**Run 1: port wiring**

Bar = 20 um.
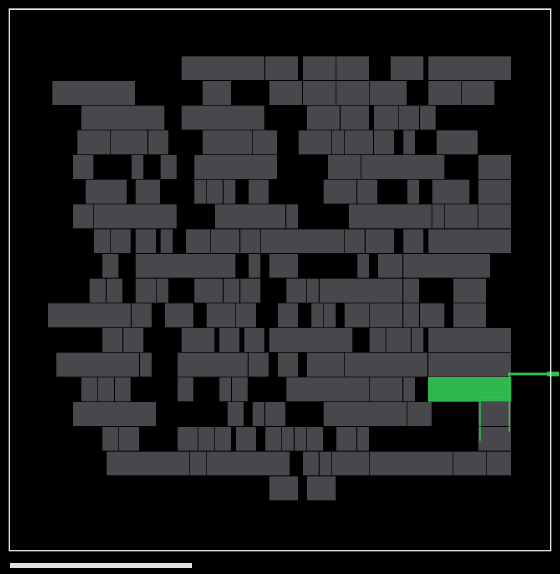
**Run 1: wire density map**

The die is cut into 12 by 12 equal tiles; dark blue is low, red is high, scaled to the fullest tile. Values are wire area over tile area, all layers added.
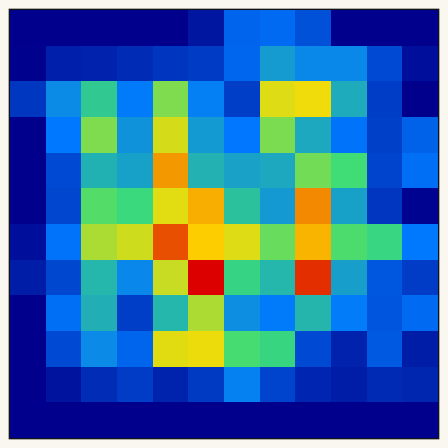
**Run 1: wiring by layer**

Two of the layers only.
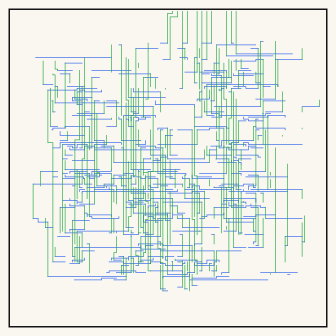
$ cat config.mk
export PLATFORM = sky130hd
export DESIGN_NAME = controlador_gen2
export DESIGN_NICKNAME = d
export VERILOG_FILES = /design/src/rtl/controlador_pkg.sv /design/src/rtl/controlador_gen2_temporizador.sv /design/src/rtl/controlador_gen2.sv
export SDC_FILE = /design/constraint.sdc
export NUM_CORES = 1
export LEC_CHECK = 0
export ABC_AREA = 0
export ABC_CLOCK_PERIOD_IN_PS = 2400
export CAP_MARGIN = 15
export CORE_MARGIN = 4
export CORE_UTILIZATION = 53
export CTS_CLUSTER_SIZE = 28
export DETAILED_ROUTE_END_ITERATION = 10
export PLACE_DENSITY = 0.79
export SLEW_MARGIN = 10
export SYNTH_ARGS = -nofsm -noshare
export SYNTH_HDL_FRONTEND = slang
export SYNTH_HIERARCHICAL = 1
export SYNTH_SLANG_ARGS = --single-unit
export TNS_END_PERCENT = 1
$ cat constraint.sdc
create_clock -name Clk -period 2.4 [get_ports Clk]
set_input_delay 0.36 -clock Clk [delete_from_list [all_inputs] [get_ports Clk]]
set_output_delay 0.36 -clock Clk [all_outputs]
set_load 0.01 [all_outputs]
$ cat src/rtl/controlador_pkg.sv
// ---------------------------------------------------------------------------
// controlador_pkg
// Shared types and default constants for the gate controller.
//   estado_t      : FSM state encoding (2 bits)
//   DEF_*         : default parameter values for controlador_gen2
//   TMR_W         : width of the open-gate timer
// ---------------------------------------------------------------------------
package controlador_pkg;

  typedef enum logic [1:0] {
    IDLE       = 2'd0,
    ESPERA_PIN = 2'd1,
    ABIERTO    = 2'd2,
    BLOQUEO    = 2'd3
  } estado_t;

  localparam int         DEF_PIN_W     = 8;
  localparam logic [7:0] DEF_CLAVE     = 8'h2A;
  localparam int         DEF_MAX_TRIES = 3;
  localparam int         DEF_T_OPEN    = 16;
  localparam int         TMR_W         = 16;

endpackage

$ cat src/rtl/controlador_gen2_temporizador.sv
// ---------------------------------------------------------------------------
// temporizador
// 16-bit up-counter timing how long the gate has been open.
// Ports:
//   Clk, Reset : clock / asynchronous active-low reset
//   i_clr      : synchronous clear to 0 (wins over i_en)
//   i_en       : count enable
//   o_tc       : terminal count, high while the count equals T_OPEN-1
// ---------------------------------------------------------------------------
module temporizador
  import controlador_pkg::*;
#(
  parameter int T_OPEN = DEF_T_OPEN
) (
  input  logic Clk,
  input  logic Reset,
  input  logic i_clr,
  input  logic i_en,
  output logic o_tc
);

  localparam logic [TMR_W-1:0] LP_TC  = TMR_W'(T_OPEN - 1);
  localparam logic [TMR_W-1:0] LP_UNO = TMR_W'(1);

  logic [TMR_W-1:0] r_cuenta;
  logic             w_tc;

  assign w_tc = (r_cuenta == LP_TC);
  assign o_tc = w_tc;

  // Holds at terminal count so the flag stays asserted if the owner lingers.
  always_ff @(posedge Clk or negedge Reset) begin
    if (!Reset) begin
      r_cuenta <= '0;
    end else if (i_clr) begin
      r_cuenta <= '0;
    end else if (i_en && !w_tc) begin
      r_cuenta <= r_cuenta + LP_UNO;
    end
  end

endmodule

$ cat src/rtl/controlador_gen2.sv
// ---------------------------------------------------------------------------
// controlador_gen2
// PIN-operated vehicle gate controller (registered Moore FSM).
// Ports:
//   Clk        : clock, rising edge
//   Reset      : asynchronous active-low reset
//   Vehiculo   : vehicle present at entry sensor
//   Pin_valido : one-cycle strobe qualifying Pin
//   Pin        : PIN value [PIN_W-1:0]
//   Termino    : vehicle crossed exit sensor
//   Cerrado    : gate closed
//   Abierto    : gate open
//   Alarma     : alarm (wrong-PIN limit reached or lockout)
//   Bloqueo    : lockout after tailgating
//   Intentos   : consecutive wrong-PIN count [3:0]
//
// state      | meaning
// -----------+-------------------------------------------------------------
// IDLE       | gate closed, waiting for a vehicle
// ESPERA_PIN | vehicle present, waiting for a PIN entry
// ABIERTO    | gate open, waiting for exit sensor or timeout
// BLOQUEO    | tailgating detected, only the correct PIN releases it
// ---------------------------------------------------------------------------
module controlador_gen2
  import controlador_pkg::*;
#(
  parameter int               PIN_W     = DEF_PIN_W,
  parameter logic [PIN_W-1:0] CLAVE     = PIN_W'(DEF_CLAVE),
  parameter int               MAX_TRIES = DEF_MAX_TRIES,
  parameter int               T_OPEN    = DEF_T_OPEN
) (
  input  logic             Clk,
  input  logic             Reset,
  input  logic             Vehiculo,
  input  logic             Pin_valido,
  input  logic [PIN_W-1:0] Pin,
  input  logic             Termino,
  output logic             Cerrado,
  output logic             Abierto,
  output logic             Alarma,
  output logic             Bloqueo,
  output logic [3:0]       Intentos
);

  localparam logic [3:0] LP_MAX = 4'(MAX_TRIES);

  estado_t    r_estado;
  estado_t    w_estado_sig;
  logic [3:0] r_intentos;
  logic [3:0] w_intentos_sig;
  logic       r_cerrado;
  logic       r_abierto;
  logic       r_alarma;
  logic       r_bloqueo;
  logic       w_pin_ok;
  logic       w_pin_mal;
  logic       w_tc;
  logic       w_tmr_clr;
  logic       w_tmr_en;

  assign w_pin_ok  = Pin_valido && (Pin == CLAVE);
  assign w_pin_mal = Pin_valido && (Pin != CLAVE);

  // Timer sits at 0 outside ABIERTO, so it starts from 0 on every entry.
  assign w_tmr_clr = (r_estado != ABIERTO);
  assign w_tmr_en  = (r_estado == ABIERTO);

  temporizador #(
    .T_OPEN (T_OPEN)
  ) u_temporizador (
    .Clk   (Clk),
    .Reset (Reset),
    .i_clr (w_tmr_clr),
    .i_en  (w_tmr_en),
    .o_tc  (w_tc)
  );

  always_comb begin
    w_estado_sig   = r_estado;
    w_intentos_sig = r_intentos;
    case (r_estado)
      IDLE: begin
        if (Vehiculo) w_estado_sig = ESPERA_PIN;
      end
      ESPERA_PIN: begin
        // A PIN strobe is judged before a simultaneous vehicle drop.
        if (w_pin_ok) begin
          w_estado_sig   = ABIERTO;
          w_intentos_sig = '0;
        end else if (w_pin_mal) begin
          if (r_intentos < LP_MAX) w_intentos_sig = r_intentos + 4'd1;
          if (!Vehiculo) w_estado_sig = IDLE;
        end else if (!Vehiculo) begin
          w_estado_sig = IDLE;
        end
      end
      ABIERTO: begin
        if (Termino) begin
          w_estado_sig = Vehiculo ? BLOQUEO : IDLE;
        end else if (w_tc) begin
          w_estado_sig = IDLE;
        end
      end
      BLOQUEO: begin
        if (w_pin_ok) begin
          w_estado_sig   = IDLE;
          w_intentos_sig = '0;
        end
      end
      default: begin
        w_estado_sig = IDLE;
      end
    endcase
  end

  always_ff @(posedge Clk or negedge Reset) begin
    if (!Reset) begin
      r_estado <= IDLE;
    end else begin
      r_estado <= w_estado_sig;
    end
  end

  // Outputs are registered from the next-state values so they change on the
  // same edge as the state and are glitch-free.
  always_ff @(posedge Clk or negedge Reset) begin
    if (!Reset) begin
      r_intentos <= '0;
      r_cerrado  <= 1'b1;
      r_abierto  <= 1'b0;
      r_alarma   <= 1'b0;
      r_bloqueo  <= 1'b0;
    end else begin
      r_intentos <= w_intentos_sig;
      r_cerrado  <= (w_estado_sig != ABIERTO);
      r_abierto  <= (w_estado_sig == ABIERTO);
      r_bloqueo  <= (w_estado_sig == BLOQUEO);
      r_alarma   <= (w_estado_sig == BLOQUEO) || (w_intentos_sig == LP_MAX);
    end
  end

  assign Intentos = r_intentos;
  assign Cerrado  = r_cerrado;
  assign Abierto  = r_abierto;
  assign Alarma   = r_alarma;
  assign Bloqueo  = r_bloqueo;

endmodule

==> Changelog: implementation, run 1 <==
### Implementation results

* Remaining number of nets flagged by the antenna check after routing at 0
* Syn Nets at around 150
* Highest achievable clock rate at 473.8 MHz
* Crit Path Max Fanout at 9
* Count of flip-flops with a built-in enable after synthesis at 0
* Worst slack after detailed placement at between 150 and 200 ps
* Layout-stage area growth over the synthesis result at 19.89%
* Origin of the worst setup path: r_estado[0]
* Nets at around 180
* Detailed-router iteration count before antenna repair at 4
* Most numerous logic cell after layout: sky130_fd_sc_hd__dfrtp_1
* Top cells by area, synth: sky130_fd_sc_hd__dfrtp_1 45%, sky130_fd_sc_hd__nor4_1 3.6%, sky130_fd_sc_hd__xnor2_1 3.1%
* Most frequent logic cells in the routed design: 25 x sky130_fd_sc_hd__dfrtp_1, 20 x sky130_fd_sc_hd__clkdlybuf4s50_1, 11 x sky130_fd_sc_hd__nor2_1, 8 x sky130_fd_sc_hd__o21ai_0, 8 x sky130_fd_sc_hd__nor4_1
* Congestion Overflow GR at 0
* Setup crit end kind: flop
* Reg clk slew, reported paths at 150 ps
* Global-route wire length before repair at roughly 5100 um
* Chip area at 3534 um^2
* Critical Path Sink: u_temporizador/r_cuenta[9]
* Yosys chip area at around 1400 um^2
* Storage element area at 651.9 um^2
* Ratio of final minimum period to clock period at 87.95%
* Dominant register cell in the synthesized netlist: sky130_fd_sc_hd__dfrtp_1
* Die outline height at between 50 and 60 um
* Mean cell area of the mapped netlist at 10.09 um^2
* Netlist Area Pre-Place at ~1400 um^2
* Outcome: finished, final reports clean
* Number of placed instances with taps included at between 150 and 200
* Number of hold violations in the final report at 0
* Kind of path behind the tightest hold check: in -> async
* Cell leakage power at approximately 0.7 nW
* Initial antenna violation count at 0
* Leading cell type by number of instances after synthesis: sky130_fd_sc_hd__dfrtp_1
* Final number of setup-violating endpoints at 0
* DRC marker count from the first detailed-route iteration at 31
* Inserted Diodes at 0
* Destination of the worst register-to-register timing path: u_temporizador/r_cuenta[9]
* Floorplan utilization at 56.11%
* Global placement routability congestion at roughly 0.81
* Setup slack after layout at 289.3 ps
* Final critical-path required period at approximately 2100 ps
* Count of cells along the worst register-to-register path at 5
* Routed via count at 1168
* Area of combinational cells with multiple inputs at 701.9 um^2
* Clock latency of the later-clocked register in the worst-skew pair at around 330 ps
* Core Region at 2500 um^2
* Worst Setup Start Kind: flop
* Number of cells produced by synthesis at about 140
* Clk root buf: sky130_fd_sc_hd__clkbuf_4
* Count of warning messages emitted by the tools at 26
* Detailed-route DRC error count at 0
* Worst voltage drop across the vdd grid at 0.0005330 V
* Number of warning messages in the yosys log at 6
* Tally of non-filler cells in the final layout at around 190
* Tightest Pin Transition at roughly 570 ps
* Count of instances resized after the clock tree is built at 0
* Synth area leader: sky130_fd_sc_hd__dfrtp_1
* Reg-to-reg critical path startpoint: r_estado[0]
* Sequential share of the synthesized area at 46.48%
* Flop-to-flop setup slack at about 290 ps
* Final design area excluding fillers at 1682 um^2
* Leading post-synthesis cells by instance count: 25 x sky130_fd_sc_hd__dfrtp_1, 11 x sky130_fd_sc_hd__nor2_1, 8 x sky130_fd_sc_hd__nor4_1, 8 x sky130_fd_sc_hd__o21ai_0
* Max-Cap Viols at 0
* Post-DR wirelength/cell at between 15 and 20 um
* Worst max-slew margin expressed relative to the limit at between 60% and 70%
* Buffers inserted by post-CTS timing repair at 0
* Overall routed net length at a little under 3000 um
* Category of the critical setup timing path: reg -> reg
* Clock Skews at around 9.6 ps
* Power density over the cells at a little under 600 nW/um^2
* Aggregate negative setup slack at 0 ps
* HPWL reported at the end of detailed placement at about 2100 um
* Via/cell ratio at 6.115
* Fin. max-slew vios at 0
* FF+latch count, synth at 26
* Placed instance area at ~1600 um^2
## Picture notes: 'port wiring'
Abierto: drawn in green, bits 1, direction output, end cells 1, buffers 1, wire 18.3 um.

## Picture notes: 'wire density map'
20% of the tiles are nearly empty. The fullest tile reaches 0.49. The densest ninth of the die: middle.

## Picture notes: 'wiring by layer'
metal 1: drawn in blue, wire length 1200 um. metal 2: drawn in green, wire length 1550 um.

run 1: registers in the layout, summed over array words and instances (netlist names):
register                 flops
Abierto                      1
Alarma                       1
Bloqueo                      1
Cerrado                      1
Intentos                     4
r_estado                     2
u_temporizador/r_cuenta     16
run 1: where the power goes:
group / internal, mW / leakage (nW) / switching [mW]
logic: 0.116 / 0.303 / 0.0771
clock network: 0.169 / 0.0279 / 0.138
registers: 0.464 / 0.352 / 0.0229
total: 0.749 / 0.683 / 0.238
run 1: worst max-delay path, cell delays in order, from the launching register on:
cell and delay (ps):
sky130_fd_sc_hd__dfrtp_1 480, sky130_fd_sc_hd__nand2b_1 210, sky130_fd_sc_hd__inv_1 150, sky130_fd_sc_hd__nand4_1 370
sky130_fd_sc_hd__nor4_1 440, sky130_fd_sc_hd__mux2_1 360
run 1: metal layers:
metal | global-route usage, % | up-vias | share of wire (%)
met1 | 21.87 | 572 | 41
met3 | 4.357 | 7 | 5.2
met5 | 0 | - | 0
met2 | 33.39 | 33 | 52
li1 | - | 556 | -
met4 | 5.825 | 0 | 2.1
run 1: cells by family (layout without fill, tap and decap cells):
logic type	after synthesis	after routing	share of synthesized area, %
and+or+nand+nor	67	67	29.80
adders and majority gates	2	2	1.784
muxes	6	6	4.906
buffers and inverters	10	32	3.479
AOI/OAI and AO/OA	23	23	10.44
xor gates and xnor gates	5	5	3.122
DFF	26	26	46.48
run 1: cell type report:
cell class	instances	area share, %
clock buffers	3	1.339
clock inverters	1	1.786
flip-flops and latches	26	38.76
well taps	30	2.232
inverters	6	1.339
repair buffers	22	12.80
multi-input cells	103	41.74
## Run 2: what changed since run 1
--- a/config.mk
+++ b/config.mk
@@ -12,7 +12,7 @@
 export CORE_UTILIZATION = 53
 export CTS_CLUSTER_SIZE = 28
 export DETAILED_ROUTE_END_ITERATION = 10
-export PLACE_DENSITY = 0.79
+export PLACE_DENSITY = 0.78
 export SLEW_MARGIN = 10
 export SYNTH_ARGS = -nofsm -noshare
 export SYNTH_HDL_FRONTEND = slang
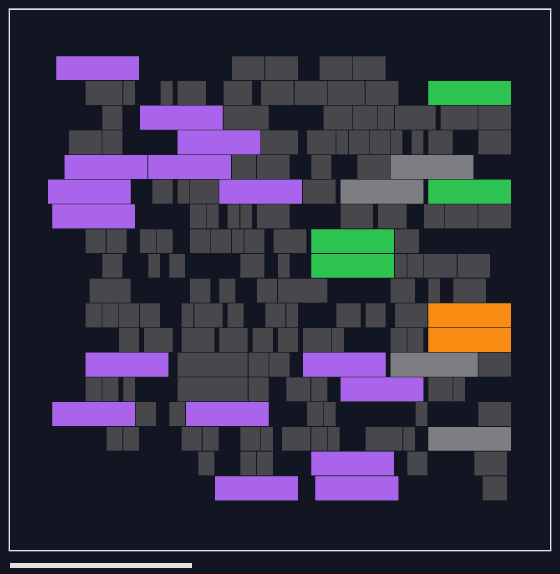
**Above:** run 2 (sequential cells coloured by netlist name).
Bar = 20 um. Other sequential cells in the stronger grey, the rest of the logic in the fainter grey.
Intentos: drawn in green, sequential cells 4. r_estado: drawn in orange, sequential cells 2. u_temporizador/r_cuenta: drawn in purple, sequential cells 16.
Another 4 sequential cells are not coloured.

==> run 2 against run 1 <==
  * Non-clock buffer count unchanged
  * Synthesized cell count unchanged
  * First-iteration DRC count down 16%
  * Register-to-register slack worse by 20 ps
  * Sequential power about the same
  * Core utilization down 0.65 points
==> Changelog: implementation, run 2 <==
### Implementation results

* Outcome: finished, final reports clean
* Fraction of power consumed by the clock network at 24.2% (-6.9 points)
* Max-Cap Viols at 0 (unchanged)
* Congestion Overflow GR at 0 (unchanged)
* Routed wire length on met3 at 118 um (-23%)
* Highest achievable clock rate at 470.3 MHz (-0.74%)
* Slowest stage cell on the critical path: sky130_fd_sc_hd__dfrtp_1
* Final number of setup-violating endpoints at 0 (unchanged)
* Inserted Diodes at 0 (unchanged)
* Top register by number of flip-flops: u_temporizador/r_cuenta
* HPWL reported at the end of detailed placement at 2217 um (+5.5%)
* Global routing met1 resource utilization at 22.59% (+0.72 points)
* Leading cell type by number of instances after synthesis: sky130_fd_sc_hd__dfrtp_1
* Relative contribution of combinational cells to total power at 21.3% (+1.7 points)
* Setup slack after layout at 273.6 ps (-15.64 ps)
* Initial antenna violation count at 0 (unchanged)
* Global-route wire length before repair at 4981 um (-1.4%)
* Remaining number of nets flagged by the antenna check after routing at 0 (unchanged)
* Syn Nets at 154 (unchanged)
* Power density over the cells at 539.1 nW/um^2 (-8.1%)
* Most numerous logic cell after layout: sky130_fd_sc_hd__dfrtp_1
* Layout-stage area growth over the synthesis result at 18.73%
* Flop-to-flop setup slack at 270 ps (-20 ps)
* Ratio of final minimum period to clock period at 88.60% (+0.65 points)
* Delay of the slowest critical-path stage at 480 ps (about the same)
* Synth area leader: sky130_fd_sc_hd__dfrtp_1
* Clock latency of the later-clocked register in the worst-skew pair at 320 ps (about the same)
* Max reg flops at 16 (unchanged)
* Die outline height at 59.45 um (unchanged)
* Dominant register cell in the synthesized netlist: sky130_fd_sc_hd__dfrtp_1
* Cell leakage power at 0.6762 nW (-1.0%)
* Leading post-synthesis cells by instance count: 25 x sky130_fd_sc_hd__dfrtp_1, 11 x sky130_fd_sc_hd__nor2_1, 8 x sky130_fd_sc_hd__nor4_1, 8 x sky130_fd_sc_hd__o21ai_0
* Mean cell area of the mapped netlist at 10.09 um^2 (unchanged)
* Count of instances resized after the clock tree is built at 0 (unchanged)
* Worst voltage drop across the vdd grid at 0.0004840 V (-9.2%)
* Detailed-route DRC error count at 0 (unchanged)
* Floorplan utilization at 56.11% (unchanged)
* Count of cells along the worst register-to-register path at 5 (unchanged)
* Setup crit end kind: flop
* Share of total power in sequential cells at 54.5% (+5.2 points)
* Post-DR wirelength/cell at 15.70 um (+1.0%)
* Yosys chip area at 1403 um^2 (unchanged)
* Number of cells produced by synthesis at 139 (unchanged)
* Number of hold violations in the final report at 0 (unchanged)
* Nets at 177 (unchanged)
* Xor/xnor share at 3.122% (unchanged)
* Number of warning messages in the yosys log at 6 (unchanged)
* Critical Path, Cell by Cell: nand2b_1 > inv_1 > nand4_1 > nor4_1 > mux2_1
* Routed via count at 1137 (-2.7%)
* Worst Setup Start Kind: flop
* Complex-gate fraction of the synthesized area at 10.44% (unchanged)
* Total met2 wirelength after detailed routing at 1554 um (+0.39%)
* Global-route met2 utilization at 33.70% (+0.31 points)
* Post-Synth Adder-Cell Area at 1.784% (unchanged)
* Top cells by area, synth: sky130_fd_sc_hd__dfrtp_1 45%, sky130_fd_sc_hd__nor4_1 3.6%, sky130_fd_sc_hd__xnor2_1 3.1%
* Via/cell ratio at 5.953 (-2.7%)
* Simple-gate portion of the synthesized area at 29.79% (unchanged)
* Design internal power at 672.0 uW (-10%)
* Netlist Area Pre-Place at 1403 um^2 (unchanged)
* Met3 usage at 2.614% (-1.7 points)
* Overall routed net length at 2999 um (+1.0%)
## run 2: cells by family (layout without fill, tap and decap cells)
| group | after synthesis | in the layout |
|---|---|---|
| xor gates and xnor gates | 5 | 5 |
| muxes | 6 | 6 |
| AOI/OAI and AO/OA | 23 | 23 |
| buffers and inverters | 10 | 32 |
| DFF | 26 | 26 |
| and+or+nand+nor | 67 | 67 |
| adders and majority gates | 2 | 2 |
## run 2: per-stage QoR
stage,instances,area (um^2),hold slack [ps]
floorplan,139,1403,64.41
global route,191,1665,411.7
finish,191,1665,387.7
global placement,187,1629,529.0
detailed placement,187,1629,546.8
CTS,191,1665,395.0
## run 2: worst max-delay path by stage
stage,startpoint,end,cells past startpoint
floorplan,Intentos[0],Alarma,5
global placement,Pin[3],Alarma,5
detailed placement,Pin[3],Alarma,5
CTS,r_estado[0],u_temporizador/r_cuenta[9],5
global route,r_estado[0],u_temporizador/r_cuenta[9],5
finish,r_estado[0],u_temporizador/r_cuenta[9],5
## run 2: area by class of cell
class                   count  area [um^2]  share of cell area [%]
repair buffers             22        215.2                   12.92
multi-input cells         103        701.9                   42.15
clock buffers               4        36.28                   2.179
inverters                   6        22.52                   1.352
well taps                  30        37.54                   2.254
flip-flops and latches     26        651.9                   39.14
## run 2: power groups by stage
stage / Combinational [mW] / Sequential [mW] / Clock [mW]
2_1_floorplan: 0.0850 / 0.503 / 0
3_3_place_gp: 0.186 / 0.496 / 0
3_5_place_dp: 0.192 / 0.497 / 0
4_1_cts: 0.193 / 0.489 / 0.224
5_1_grt: 0.211 / 0.493 / 0.239
6_report: 0.191 / 0.489 / 0.217
Power is estimated from default activity; no workload was simulated.
